$ cat config.mk
export PLATFORM = sky130hd
export DESIGN_NAME = bios_boot_loader
export DESIGN_NICKNAME = d
export VERILOG_FILES = /design/src/rtl/bios_boot_loader.sv
export SDC_FILE = /design/constraint.sdc
export NUM_CORES = 1
export LEC_CHECK = 0
export CAP_MARGIN = 15
export CORE_ASPECT_RATIO = 1.2
export CORE_MARGIN = 5
export CORE_UTILIZATION = 44
export DETAILED_ROUTE_END_ITERATION = 6
export GPL_TIMING_DRIVEN = 1
export PLACE_DENSITY = 0.82
export SYNTH_ARGS = -nofsm -noshare
export SYNTH_HDL_FRONTEND = slang
export SYNTH_SLANG_ARGS = --single-unit
$ cat constraint.sdc
create_clock -name Clock -period 4.47 [get_ports Clock]
set_clock_uncertainty 0.15 [all_clocks]
set_input_delay 0.447 -clock Clock [delete_from_list [all_inputs] [get_ports Clock]]
set_output_delay 0.447 -clock Clock [all_outputs]
set_load 0.02 [all_outputs]
$ cat src/rtl/bios_boot_loader.sv
// Copies NUM_WORDS words from a combinational BIOS ROM into instruction memory,
// holding the CPU in halt until the copy has finished.
module bios_boot_loader #(
    parameter int NUM_WORDS = 32,
    parameter int AUTO_BOOT = 1
) (
    input  logic        Clock,
    input  logic        Reset_n,
    input  logic        start,
    output logic [4:0]  bios_addr,
    input  logic [16:0] bios_data,
    output logic        imem_wr_en,
    output logic [4:0]  imem_wr_addr,
    output logic [16:0] imem_wr_data,
    input  logic        imem_wr_ready,
    output logic        cpu_halt,
    output logic        busy,
    output logic        done,
    output logic [5:0]  mc_count
);

    localparam logic [4:0] LAST_IDX = 5'(NUM_WORDS - 1);
    localparam bit         AUTO     = (AUTO_BOOT != 0);

    typedef enum logic [1:0] {
        IDLE  = 2'd0,
        FETCH = 2'd1,
        WRITE = 2'd2,
        DONE  = 2'd3
    } state_t;

    state_t      state_reg,    state_next;
    logic [4:0]  index_reg,    index_next;
    logic [4:0]  wr_addr_reg,  wr_addr_next;
    logic [16:0] wr_data_reg,  wr_data_next;
    logic [5:0]  mc_count_reg, mc_count_next;
    // Goes high one edge after reset release, so the first FETCH lands on the
    // second edge at the earliest.
    logic        armed_reg;

    always_ff @(posedge Clock or negedge Reset_n) begin
        if (!Reset_n) begin
            state_reg    <= IDLE;
            index_reg    <= '0;
            wr_addr_reg  <= '0;
            wr_data_reg  <= '0;
            mc_count_reg <= '0;
            armed_reg    <= 1'b0;
        end else begin
            state_reg    <= state_next;
            index_reg    <= index_next;
            wr_addr_reg  <= wr_addr_next;
            wr_data_reg  <= wr_data_next;
            mc_count_reg <= mc_count_next;
            armed_reg    <= 1'b1;
        end
    end

    always_comb begin
        state_next    = state_reg;
        index_next    = index_reg;
        wr_addr_next  = wr_addr_reg;
        wr_data_next  = wr_data_reg;
        mc_count_next = mc_count_reg;
        case (state_reg)
            IDLE: begin
                if (armed_reg && (AUTO || start)) begin
                    state_next    = FETCH;
                    index_next    = '0;
                    mc_count_next = '0;
                end
            end
            FETCH: begin
                wr_addr_next = index_reg;
                wr_data_next = bios_data;
                state_next   = WRITE;
            end
            WRITE: begin
                if (imem_wr_ready) begin
                    if (wr_data_reg[16]) begin
                        mc_count_next = mc_count_reg + 6'd1;
                    end
                    if (index_reg == LAST_IDX) begin
                        state_next = DONE;
                    end else begin
                        index_next = index_reg + 5'd1;
                        state_next = FETCH;
                    end
                end
            end
            DONE: begin
                if (start) begin
                    state_next    = FETCH;
                    index_next    = '0;
                    mc_count_next = '0;
                end
            end
            default: state_next = IDLE;
        endcase
    end

    // Status outputs decode straight from the state so reset takes them immediately.
    assign bios_addr    = index_reg;
    assign imem_wr_en   = (state_reg == WRITE);
    assign imem_wr_addr = wr_addr_reg;
    assign imem_wr_data = wr_data_reg;
    assign busy         = (state_reg == FETCH) || (state_reg == WRITE);
    assign done         = (state_reg == DONE);
    assign cpu_halt     = (state_reg != DONE);
    assign mc_count     = mc_count_reg;

endmodule

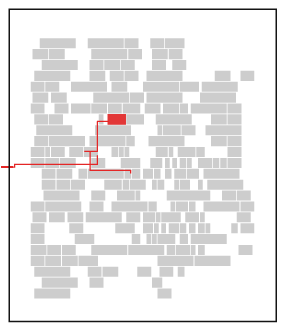
(images/port_nets.png)
Scale: 4 px per µm.
Key: red = busy [direction output, edge west, end cells 1, buffers 1, wire 53.3 µm]
Ports: 58
number of port buffers: 57

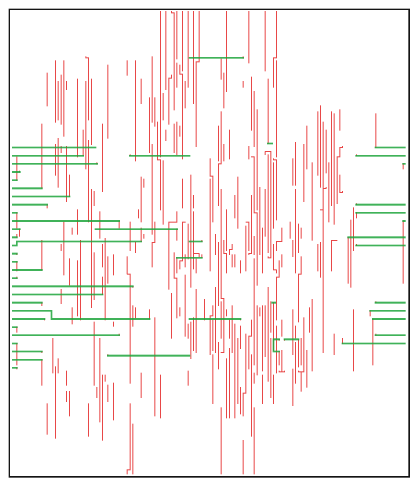
(images/metal_stack.png)
Scale: 6 px per µm. Two of the layers only.
Key: red = met2 [wire length 1,960 µm]; green = met3 [wire length 355 µm]

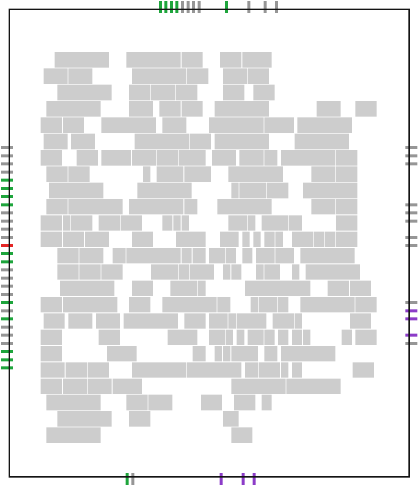
(images/pins.png)
Scale: 6 px per µm. Pins as bars across the die edge, other pins in grey.
Key: green = bios_data [pins 17, direction input, edge 11 west, 5 north, 1 south]; red = busy [pins 1, direction output, edge west]; purple = mc_count [pins 6, direction output, edge 3 south, 3 east]
All pins by edge: 28 west, 13 east, 12 north, 5 south.
die height: 77.7 µm
width of the die: 66.4 µm

==> flow_summary.toml <==
# implementation run metrics
[cts]
cts_tree = "yes"
root_buffer = "clkbuf_8"
ctsResizeCount = 0
clk_latency_ns = 0.29
cts-hold-fix-buffers = 0
clock_sinks = 36
cts_setup_buffers = 0

[synth]
postSynth.asyncResetShare = 1.00
synth.most_common_cell = "dfrtp_1"
synthSimpleGateAreaFrac = 0.150
synth_seq_share = 0.537
yosys_warnings = 0
area_leaders = "dfrtp_1 (54%), mux2_2 (15%), ha_1 (6.0%)"
adder_share = 0.0596
ys_ff = 36
synth.top_cell.area_share = 0.537
avgSynthCellArea_um2 = 12.0
yosys-dominant-comb-family = "multiplexers"
netlist_top_cells_count = "dfrtp_1 (36), mux2_2 (22), nand2_1 (14), nand3_1 (10)"
syn-num-nets = 169
synth_chip_area_um2 = 1680

[pwr]
power.leakage_nw = 1.03
power_density_nw_per_um2 = 644
peakVddDrop_mv = 0.440

[route]
drt_iter0_drc = 73
drt_first_pass_iters = 4
drt-total-wl_um = 3790
via_count = 1291
wl_per_cell_um = 15.3

[floorplanning]
core_area_um2 = 3660
core.rowCount = 24
fp_util = 0.458
chipArea_um2 = 5160

[worst_setup_path]
crit_required_ns = 3.87
critical_path_buf_inv_count = 2
reg2reg_depth = 6
cp.arrival_ns = 2.24
path_cells = "inv_1, ha_1, clkdlybuf4s50_1"
reg2reg_from = "state_reg[0]"
critical_path_class = "flop to output port"
worstSetupEndpointType = "output port"
start_kind = "flop"
cpLargestDelayFamily = "buffers and inverters"
cp_slowest_cell = "clkdlybuf4s50_1"

[timing]
slew_headroom = 0.298
fin_crit_sh = 0.635
period_needed_ns = 2.84
setup_viol_count_final = 0
finalHoldViolCount = 0
rsz0062_at_grt = "no"
tns_ns = 0
slew_viol_final = 0

[run_status]
status = "completed"

[hold_path]
hold_class = "input pin to asynchronous set/reset pin"

[placement]
placedInstanceArea_um2 = 2270
gp_congestion = 0.814

[grt]
overflow = 0
grt_pass1_vias = 1489

[final_layout]
antenna_cells = 0
lay_top_cells = "clkdlybuf4s50_1 (56), dfrtp_1 (36), mux2_2 (22), nand2_1 (14), nand3_1 (10)"
drive_above_1_share = 0.168

[job]
log.warning_count = 30
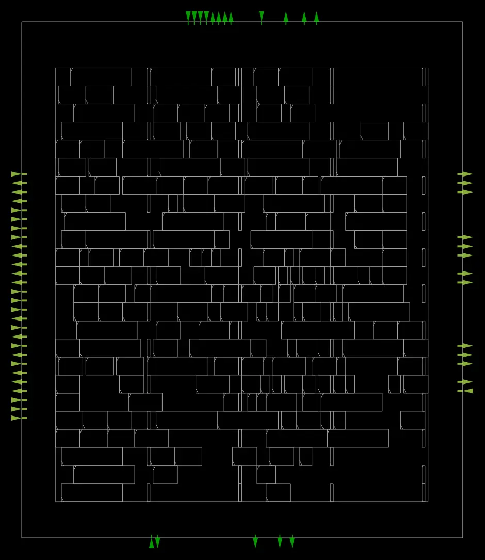
(images/final_placement.png)
number of sequential cells: 36
tap cells: 52

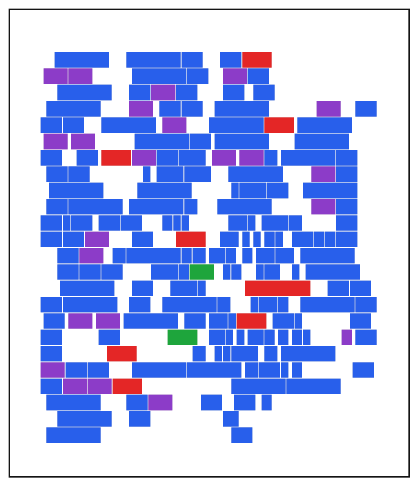
(images/drive_strength.png)
Scale: 6 px per µm.
Key: blue = drive 1 or less [cells 163, share 83%]; purple = drive 2 [cells 23, share 12%]; red = drive 6 and up [cells 8, share 4.1%]; green = drive 3 to 4 [cells 2, share 1.0%]
final setup margin: 1.63 ns
post-layout instance area: 2390 µm²
bufs w/o clock: 57
Synth-to-Final Area Change: 42.6%

==> cell families after synthesis <==
group / count (synthesis)
AOI/OAI and AO/OA: 14
and+or+nand+nor: 43
buffers and inverters: 15
DFF: 36
adders and majority gates: 8
muxes: 23
other: 1
==> worst max-delay path by stage <==
stage	start	to	slack, ns	cells after the start
2_1_floorplan	state_reg[0]	bios_addr[3]	2.13	7
3_3_place_gp	state_reg[0]	bios_addr[3]	1.94	6
3_5_place_dp	state_reg[0]	mc_count[3]	1.79	6
4_1_cts	state_reg[0]	imem_wr_en	1.63	3
5_1_grt	state_reg[0]	imem_wr_en	1.50	3
6_report	state_reg[0]	imem_wr_en	1.63	3
==> layout make-up <==
type,count,area (µm²),share of cell area
sequential,36,901,0.376
timing repair buffer,57,566,0.236
inverter,6,22.5,0.00940
multi-input combinational,89,714,0.298
clock buffer,7,96.3,0.0402
clock inverter,1,30.0,0.0125
tap,52,65.1,0.0272
==> stage by stage <==
stage	std cells	total power [mW]	hold WS (ns)
finish	248	1.54	0.0861
global route	248	1.64	0.145
CTS	248	1.56	0.100
detailed placement	240	1.25	0.345
global placement	240	1.21	0.340
floorplan	140	0.947	0.00141
==> where the power goes <==
part           switching (mW)  internal, mW  leakage, nW  total (mW)
combinational           0.363         0.363        0.505       0.726
clock                   0.109         0.197       0.0645       0.306
sequential             0.0812         0.429        0.457       0.511
==> layer usage <==
| metal | share of wire | vias up | global-route usage |
|---|---|---|---|
| met5 | 0 | - | 0 |
| met4 | 0.023 | 0 | 0.0732 |
| met3 | 0.094 | 9 | 0.0694 |
| met2 | 0.52 | 54 | 0.288 |
| met1 | 0.37 | 620 | 0.168 |
| li1 | - | 608 | - |
Power figures rest on the tool's default switching activity, not on a simulated workload.
